[config.mk]
export PLATFORM = sky130hd
export DESIGN_NAME = c3aibadapt_sr_chain_ctrl
export DESIGN_NICKNAME = d
export VERILOG_FILES = /design/src/rtl/c3aibadapt_sr_pkg.sv /design/src/rtl/c3aibadapt_sr_deser.sv /design/src/rtl/c3aibadapt_sr_chain_ctrl.sv
export SDC_FILE = /design/constraint.sdc
export NUM_CORES = 1
export LEC_CHECK = 0
export ABC_AREA = 1
export CAP_MARGIN = 30
export CORE_MARGIN = 3
export CORE_UTILIZATION = 50
export DETAILED_ROUTE_END_ITERATION = 16
export PLACE_DENSITY = 0.75
export SLEW_MARGIN = 5
export SYNTH_ARGS = -nofsm -noshare
export SYNTH_HDL_FRONTEND = slang
export SYNTH_HIERARCHICAL = 1
export SYNTH_SLANG_ARGS = --single-unit
export TNS_END_PERCENT = 100
[constraint.sdc]
create_clock -name clk -period 1.45 [get_ports clk]
set_input_delay 0.145 -clock clk [delete_from_list [all_inputs] [get_ports clk]]
set_output_delay 0.145 -clock clk [all_outputs]
set_load 0.01 [all_outputs]
[src/rtl/c3aibadapt_sr_pkg.sv]
// c3aibadapt_sr_pkg: shared types and sizing helpers for the configuration shift-register chain controller
package c3aibadapt_sr_pkg;
  typedef enum logic [1:0] {IDLE, LOAD, SHIFT, GAP} tx_state_e;
  localparam int GAP_W = 8;
  function automatic int cnt_w(input int len);
    return $clog2(len + 1);
  endfunction
endpackage

[src/rtl/c3aibadapt_sr_deser.sv]
// c3aibadapt_sr_deser: receives a framed serial stream and presents it as a parallel word, MSB first
module c3aibadapt_sr_deser
  import c3aibadapt_sr_pkg::*;
#(
  parameter int CHAIN_LEN = 32
) (
  input  logic                 clk,
  input  logic                 rst_n,
  input  logic                 sr_ser_in,
  input  logic                 sr_frame_in,
  input  logic                 sr_err_clr,
  output logic [CHAIN_LEN-1:0] sr_par_out,
  output logic                 sr_par_valid,
  output logic                 sr_frame_err
);
  localparam int CW = cnt_w(CHAIN_LEN);
  localparam logic [CW-1:0] LAST = CW'(CHAIN_LEN - 1);
  logic [CHAIN_LEN-1:0] rx_shift_q, rx_shift_d, par_q, par_d, shifted;
  logic [CW-1:0] rx_cnt_q, rx_cnt_d;
  logic valid_q, valid_d, err_q, err_d, busy, done;
  always_comb begin
    busy = rx_cnt_q != '0;
    shifted = {rx_shift_q[CHAIN_LEN-2:0], sr_ser_in};
    done = busy && !sr_frame_in && rx_cnt_q == LAST;
    rx_shift_d = (sr_frame_in || busy) ? shifted : rx_shift_q;
    // a marker always (re)starts a frame at bit 1, dropping any partial frame
    rx_cnt_d = sr_frame_in ? CW'(1) : done ? '0 : busy ? rx_cnt_q + 1'b1 : rx_cnt_q;
    par_d = done ? shifted : par_q;
    valid_d = done;
    err_d = (sr_frame_in && busy) || (err_q && !sr_err_clr);
  end
  always_ff @(posedge clk or negedge rst_n) begin
    if (!rst_n) begin
      rx_shift_q <= '0;
      rx_cnt_q <= '0;
      par_q <= '0;
      valid_q <= 1'b0;
      err_q <= 1'b0;
    end else begin
      rx_shift_q <= rx_shift_d;
      rx_cnt_q <= rx_cnt_d;
      par_q <= par_d;
      valid_q <= valid_d;
      err_q <= err_d;
    end
  end
  assign sr_par_out = par_q;
  assign sr_par_valid = valid_q;
  assign sr_frame_err = err_q;
endmodule

[src/rtl/c3aibadapt_sr_chain_ctrl.sv]
// c3aibadapt_sr_chain_ctrl: load/shift sequencer for the local chain, framed serial transmit,
// and framed serial receive of the remote chain
module c3aibadapt_sr_chain_ctrl
  import c3aibadapt_sr_pkg::*;
#(
  parameter int CHAIN_LEN  = 32,
  parameter int GAP_CYCLES = 2
) (
  input  logic                 clk,
  input  logic                 rst_n,
  input  logic                 sr_enable,
  output logic                 sr_load,
  input  logic                 sr_chain_out,
  output logic                 sr_ser_out,
  output logic                 sr_frame_out,
  input  logic                 sr_ser_in,
  input  logic                 sr_frame_in,
  output logic [CHAIN_LEN-1:0] sr_par_out,
  output logic                 sr_par_valid,
  output logic                 sr_frame_err,
  input  logic                 sr_err_clr
);
  localparam int CW = cnt_w(CHAIN_LEN);
  localparam logic [CW-1:0] BIT_LAST = CW'(CHAIN_LEN - 1);
  localparam logic [GAP_W-1:0] GAP_LAST = GAP_W'(GAP_CYCLES > 0 ? GAP_CYCLES - 1 : 0);
  tx_state_e state_q, state_d, after_frame;
  logic [CW-1:0] bit_cnt_q, bit_cnt_d;
  logic [GAP_W-1:0] gap_cnt_q, gap_cnt_d;
  logic load_q, load_d, ser_q, ser_d, frame_q, frame_d;
  always_comb begin
    after_frame = sr_enable ? LOAD : IDLE;
    state_d = state_q;
    case (state_q)
      IDLE:    state_d = after_frame;
      LOAD:    state_d = SHIFT;
      SHIFT:   if (bit_cnt_q == BIT_LAST) state_d = GAP_CYCLES > 0 ? GAP : after_frame;
      GAP:     if (gap_cnt_q == GAP_LAST) state_d = after_frame;
      default: state_d = IDLE;
    endcase
    bit_cnt_d = state_q == SHIFT ? bit_cnt_q + 1'b1 : '0;
    gap_cnt_d = state_q == GAP ? gap_cnt_q + 1'b1 : '0;
    // sr_load is registered from the next state so it is high throughout the LOAD cycle
    load_d = state_d == LOAD;
    ser_d = state_q == SHIFT ? sr_chain_out : ser_q;
    frame_d = state_q == SHIFT && bit_cnt_q == '0;
  end
  always_ff @(posedge clk or negedge rst_n) begin
    if (!rst_n) begin
      state_q <= IDLE;
      bit_cnt_q <= '0;
      gap_cnt_q <= '0;
      load_q <= 1'b0;
      ser_q <= 1'b0;
      frame_q <= 1'b0;
    end else begin
      state_q <= state_d;
      bit_cnt_q <= bit_cnt_d;
      gap_cnt_q <= gap_cnt_d;
      load_q <= load_d;
      ser_q <= ser_d;
      frame_q <= frame_d;
    end
  end
  assign sr_load = load_q;
  assign sr_ser_out = ser_q;
  assign sr_frame_out = frame_q;
  c3aibadapt_sr_deser #(.CHAIN_LEN(CHAIN_LEN)) u_deser (
    .clk          (clk),
    .rst_n        (rst_n),
    .sr_ser_in    (sr_ser_in),
    .sr_frame_in  (sr_frame_in),
    .sr_err_clr   (sr_err_clr),
    .sr_par_out   (sr_par_out),
    .sr_par_valid (sr_par_valid),
    .sr_frame_err (sr_frame_err)
  );
endmodule

Fig. 1: run 1, ports around the boundary
Pins as bars across the die edge, other pins in grey.
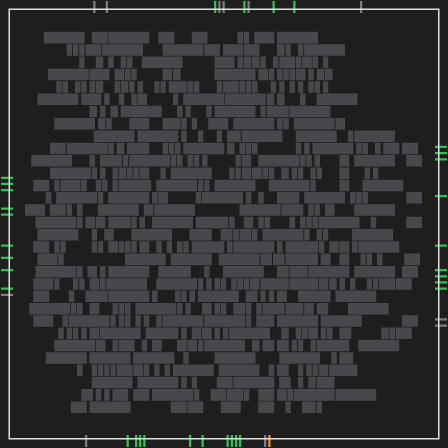
legend:
  green:
    port: sr_par_out
    pins: 32
    direction: output
    edge: 10 bottom, 9 left, 9 right, 4 top
  orange:
    port: sr_frame_in
    pins: 1
    direction: input
    edge: bottom
all pins by edge: 13 bottom, 11 right, 10 top, 10 left
DIE WIDTH: 94.50 microns
Die Y: 94.50 microns

Fig. 2: run 1, clock nets
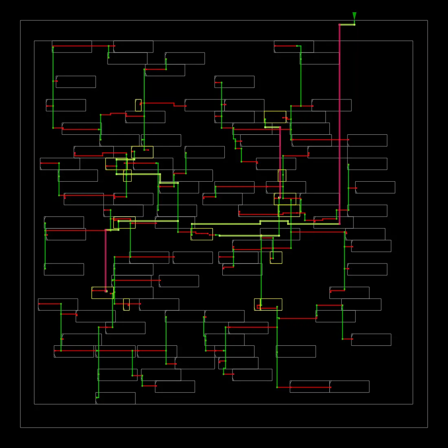
seq_cells: 90
clk sinks: 90

==> reports/results.ini, run 1 <==
[sta]
worst_slack_ns=-0.08558
finalSetupViolations=66
rsz0062_at_grt=true
period_used_pct=105.9
slew_violations=0

[yosys]
compound_area_share_pct=2.204
ys_sh_simple_pct=31.44
synthTopCellsByCount=193 x nand2_1, 90 x dfrtp_1, 37 x nand4_1
yosys_warnings=6
fa_ha_area_share_pct=1.917
synthDistinctLibCells=29
seq_area_frac_synth_pct=57.51
topCombFamilyByArea=simple AND/OR/NAND/NOR gates
edf_count=0

[critical_path]
slowest_stage=dfrtp_1
max_stage_delay_ns=0.40
required_ns=1.69
critical_path.cell_chain=inv_2, ha_4, inv_2, nor2_4, buf_6, nand3_4, nand3_4, clkbuf_16, nand2_1, nand2_1

[pwr]
power.group.top=registers
ir_worst_vdd_mv=0.8830
p_seq_mw=3.48
p_comb_mw=1.94
p_sw_mw=2.391
p_leak_nw=2.675

[detailed_routing]
drtIter0Drc=159
totalWireLength_microns=8172
postRouteAntennaNets=0
wl_per_cell_microns=13.55
vias=3133

[place]
placedCellCount=584
dpl.hpwl_microns=5349
dpl_worst_slack_ns=-0.06033

[finish]
final_common_cell=nand2_1
n_fill_cell=588
final_cell_mix=192 x nand2_1, 90 x dfrtp_1, 37 x nand4_1

[outcome]
violations=setup timing
status=finished with violations

[flow_run]
timing.max_cap.violations=0

[clock_tree]
ctsHoldBuffers=1
clockRootBuffer=clkbuf_8
cts_buffer_depth=2
htreeDepth=3

[global_route]
grt_pass1_wl_microns=13230
grt_max_degree=42

[die]
fp_util_pct=52.86
dieArea_sq_mm=0.008930

Fig. 3: run 1, placed cells, one colour a class
Scale bar: 20 microns.
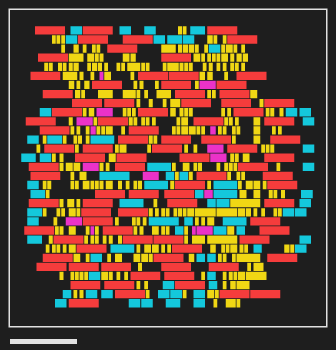
legend:
  yellow:
    class: all other logic
    cells: 331
  red:
    class: flip-flops
    cells: 90
  cyan:
    class: other buffers and delay cells
    cells: 68
  magenta:
    class: clock drivers and dummy loads
    cells: 15
final core utilization: 65.99%
std cell rows: 31
flop share of the area: 46.07%
post-route cell area: 0.004888 sq mm
Core Region: 0.007408 sq mm

Fig. 4: run 1, clock wires, drivers and flops
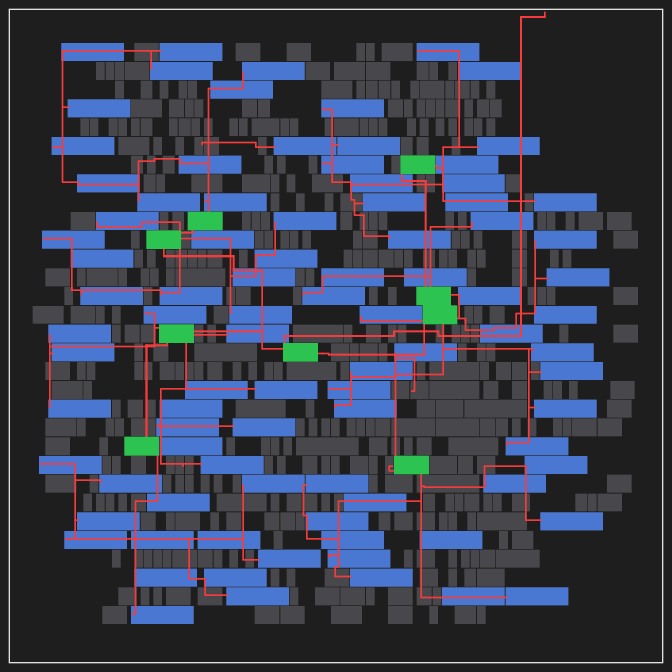
legend:
  red:
    item: clock wires
    length: 990 microns
  green:
    item: cells driving clock nets
    count: 9
  blue:
    item: flip-flops
    count: 90
routed clock nets: 10
flops lie: all over the die
P_clk: 1.41 mW
Fin Clk Skew: 0.005635 ns
Clock power frac: 20.7%
insertion delay at the late pin of the worst-skew pair: 0.34 ns

run 1: state kept, by name, summed over array words and instances (netlist names):
register,cells
sr_load,1
u_deser/rx_cnt_q,6
gap_cnt_q,8
sr_frame_out,1
u_deser/sr_frame_err,1
u_deser/sr_par_out,32
u_deser/sr_par_valid,1
state_q,2
u_deser/rx_shift_q,31
sr_ser_out,1
bit_cnt_q,6
run 1: worst paths after layout:
path | start | to | slack (ns) | cells past startpoint
setup reg to reg | u_deser/rx_cnt_q[0] | u_deser/sr_par_out[5] | -0.09 | 10
max in group asynchronous | rst_n | u_deser/rx_shift_q[12] | 0.70 | 3
min in group clk | sr_chain_out | sr_ser_out | 0.35 | 3
hold / removal | rst_n | u_deser/rx_shift_q[3] | 0.23 | 2
hold reg to reg | u_deser/sr_par_out[11] | u_deser/sr_par_out[11] | 0.47 | 2
setup / recovery | u_deser/rx_cnt_q[0] | u_deser/sr_par_out[5] | -0.09 | 10
run 1: per-layer routing:
metal	GRT usage (%)	vias up	wire (microns)
li1	-	1518	-
met1	25.70	1520	3636
met2	30.14	81	4052
met3	3.506	14	339
met4	6.851	0	143
met5	0	-	0
run 1: cell type report:
class                           instances  area [sq um]  share of cell area [%]
Multi-Input combinational cell        300          1463                   29.92
Clock inverter                          3         17.52                  0.3583
Inverter                               31         116.4                   2.380
Clock buffer                           12         135.1                   2.764
Timing Repair Buffer                   68         780.7                   15.97
Tap cell                               99         123.9                   2.534
Sequential cell                        90          2252                   46.07
run 1: metrics by stage:
step / setup TNS (ns) / utilization, % / area, sq um
detailed placement: -0.7996 / 61.93 / 4588
floorplan: 0 / - / 3916
CTS: -0.02391 / 64.48 / 4777
global placement: 0 / 61.93 / 4588
global route: -7.243 / 65.99 / 4888
finish: -2.525 / 65.99 / 4888
==> run 2: changes to the inputs <==
CAP_MARGIN = 20   (was 30)
Fig. 5: run 2, sizing map
Scale bar: 20 microns.
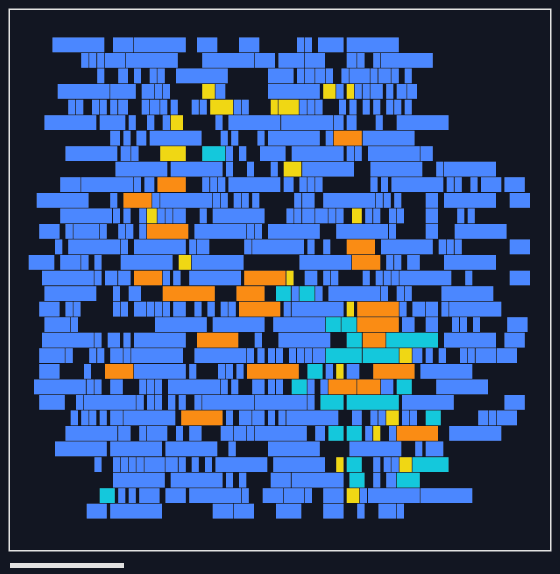
legend:
  yellow:
    size: drive 2
    cells: 21
    share: 4.2%
    most_used: inv_2
  orange:
    size: drive 6 and up
    cells: 22
    share: 4.4%
    most_used: clkbuf_8
  cyan:
    size: drive 3 to 4
    cells: 22
    share: 4.4%
    most_used: buf_4
  blue:
    size: drive 1 or less
    cells: 439
    share: 87%
    most_used: nand2_1
Non-CTS buffers: 68
Synth-to-Final Area Change: 24.82%
final setup margin: -0.08558 ns

==> run 2 against run 1 <==
The run still ends with setup timing left. Worst hold slack did not move. First-iteration DRC count did not move. Sequential power barely moved. Fmax did not move. Clock skew did not move. Synthesized area did not move. Cell count did not move. Synthesized cell count did not move. Worst setup slack did not move. Sequential share of layout area did not move. Flip-flop count did not move. Largest cell class unchanged. Largest power group unchanged.
==> reports/results.ini, run 2 <==
[outcome]
status=finished with violations
violations=setup timing

[pwr]
ir_worst_vdd_mv=0.8830
p_leak_nw=2.675

[sta]
fin_skew_ns=0.005635
worst_slack_ns=-0.08558
finalSetupTns_ns=-2.525
finalSetupViolations=66
slew_violations=0
rsz0062_at_grt=true
period_used_pct=105.9

[detailed_routing]
top_layer_used=met4
wl_per_cell_microns=13.55
drtIter0Drc=159
met1_length_microns=3636
totalWireLength_microns=8172
dr_wl_met3_microns=339
postRouteAntennaNets=0

[die]
num_rows=31
die_y_microns=94.50
core_sq_mm=0.007408
fp_util_pct=52.86
dieWidth_microns=94.50
dieArea_sq_mm=0.008930

[hold_path]
hold_path_class=primary input to asynchronous set/reset pin

[global_route]
use_met3_pct=3.506
grtUsageMet2_pct=30.14
grt_pass1_wl_microns=13230
grt_use_met1_pct=25.70

[finish]
finalNonFillerCells=603
n_fill_cell=588
final_common_cell=nand2_1
post-route-util_pct=65.99
stdcell_area_sq_mm=0.004888

[place]
dpl_worst_slack_ns=-0.06033
placed_area_sq_mm=0.004588
placedCellCount=584

[flow_run]
timing.max_cap.violations=0

[yosys]
seq_area_frac_synth_pct=57.51
synthTopCellsByCount=193 x nand2_1, 90 x dfrtp_1, 37 x nand4_1
synthArstFlopShare_pct=100.0
synthDistinctLibCells=29
edf_count=0

[clock_tree]
cts_buffer_depth=2
htreeDepth=3
clockRootBuffer=clkbuf_8
worstSkewPairLatency_ns=0.34

[critical_path]
required_ns=1.69

Fig. 6: run 2, ports around the boundary
Pins as bars across the die edge, other pins in grey.
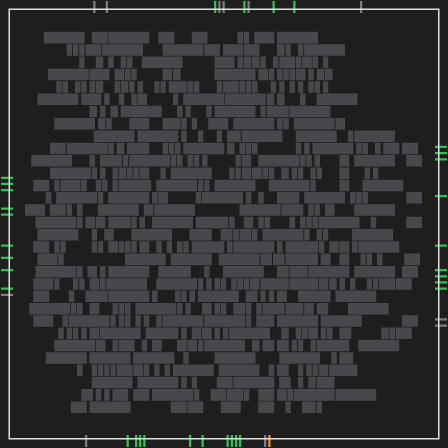
legend:
  green:
    port: sr_par_out
    pins: 32
    direction: output
    edge: 10 bottom, 9 left, 9 right, 4 top
  orange:
    port: sr_frame_in
    pins: 1
    direction: input
    edge: bottom
all pins by edge: 13 bottom, 11 right, 10 top, 10 left
Buffers on Ports: 43

[run 2: cell counts in the layout (fill, tap and decap cells not counted)]
No cell type changed its count.
[run 2: cell type report]
cell class	instances	area (sq um)	share of cell area, %
inverter	31	116.4	2.380
timing repair buffer	68	780.7	15.97
clock inverter	3	17.52	0.3583
sequential	90	2252	46.07
tap	99	123.9	2.534
multi-input combinational	300	1463	29.92
clock buffer	12	135.1	2.764
[run 2: power breakdown]
part           internal (mW)  switching [mW]  total [mW]
Sequential              3.04           0.449        3.48
Combinational          0.803            1.14        1.94
Clock                  0.611           0.804        1.41
Total                   4.45            2.39        6.84
[run 2: worst max-delay path, stage by stage (launching register included)]
cell and delay [ns]:
dfrtp_1 0.40, inv_2 0.08, ha_4 0.16, inv_2 0.07
nor2_4 0.04, buf_6 0.12, nand3_4 0.08, nand3_4 0.15
clkbuf_16 0.21, nand2_1 0.06, nand2_1 0.05
[run 2: kinds of logic after synthesis]
kind of cell	after synthesis	synth area share, %
AOI/OAI and AO/OA	15	2.204
xor gates and xnor gates	2	0.4474
adders and majority gates	6	1.917
buffers and inverters	50	6.485
DFF	90	57.51
and+or+nand+nor	277	31.44
[run 2: path summary, 6_finish.rpt]
check                                          to  slack [ns]  depth (start not counted)
min reg2reg                u_deser/sr_par_out[11]        0.47                          2
min                         u_deser/rx_shift_q[3]        0.23                          2
max reg2reg                 u_deser/sr_par_out[5]       -0.09                         10
max in group asynchronous  u_deser/rx_shift_q[12]        0.70                          3
min in group clk                       sr_ser_out        0.35                          3
max                         u_deser/sr_par_out[5]       -0.09                         10
[run 2: what timing repair did]
item                                    in CTS  in global routing
endpoints found under the setup margin      61                 78
buffers inserted                             0                  1
hold buffers                                 1                  0
gates resized                                6                 18
cloned                                       0                  2
hold endpoints to repair                    21                  0
pin swaps                                    0                  0
Power is estimated from default activity; no workload was simulated.
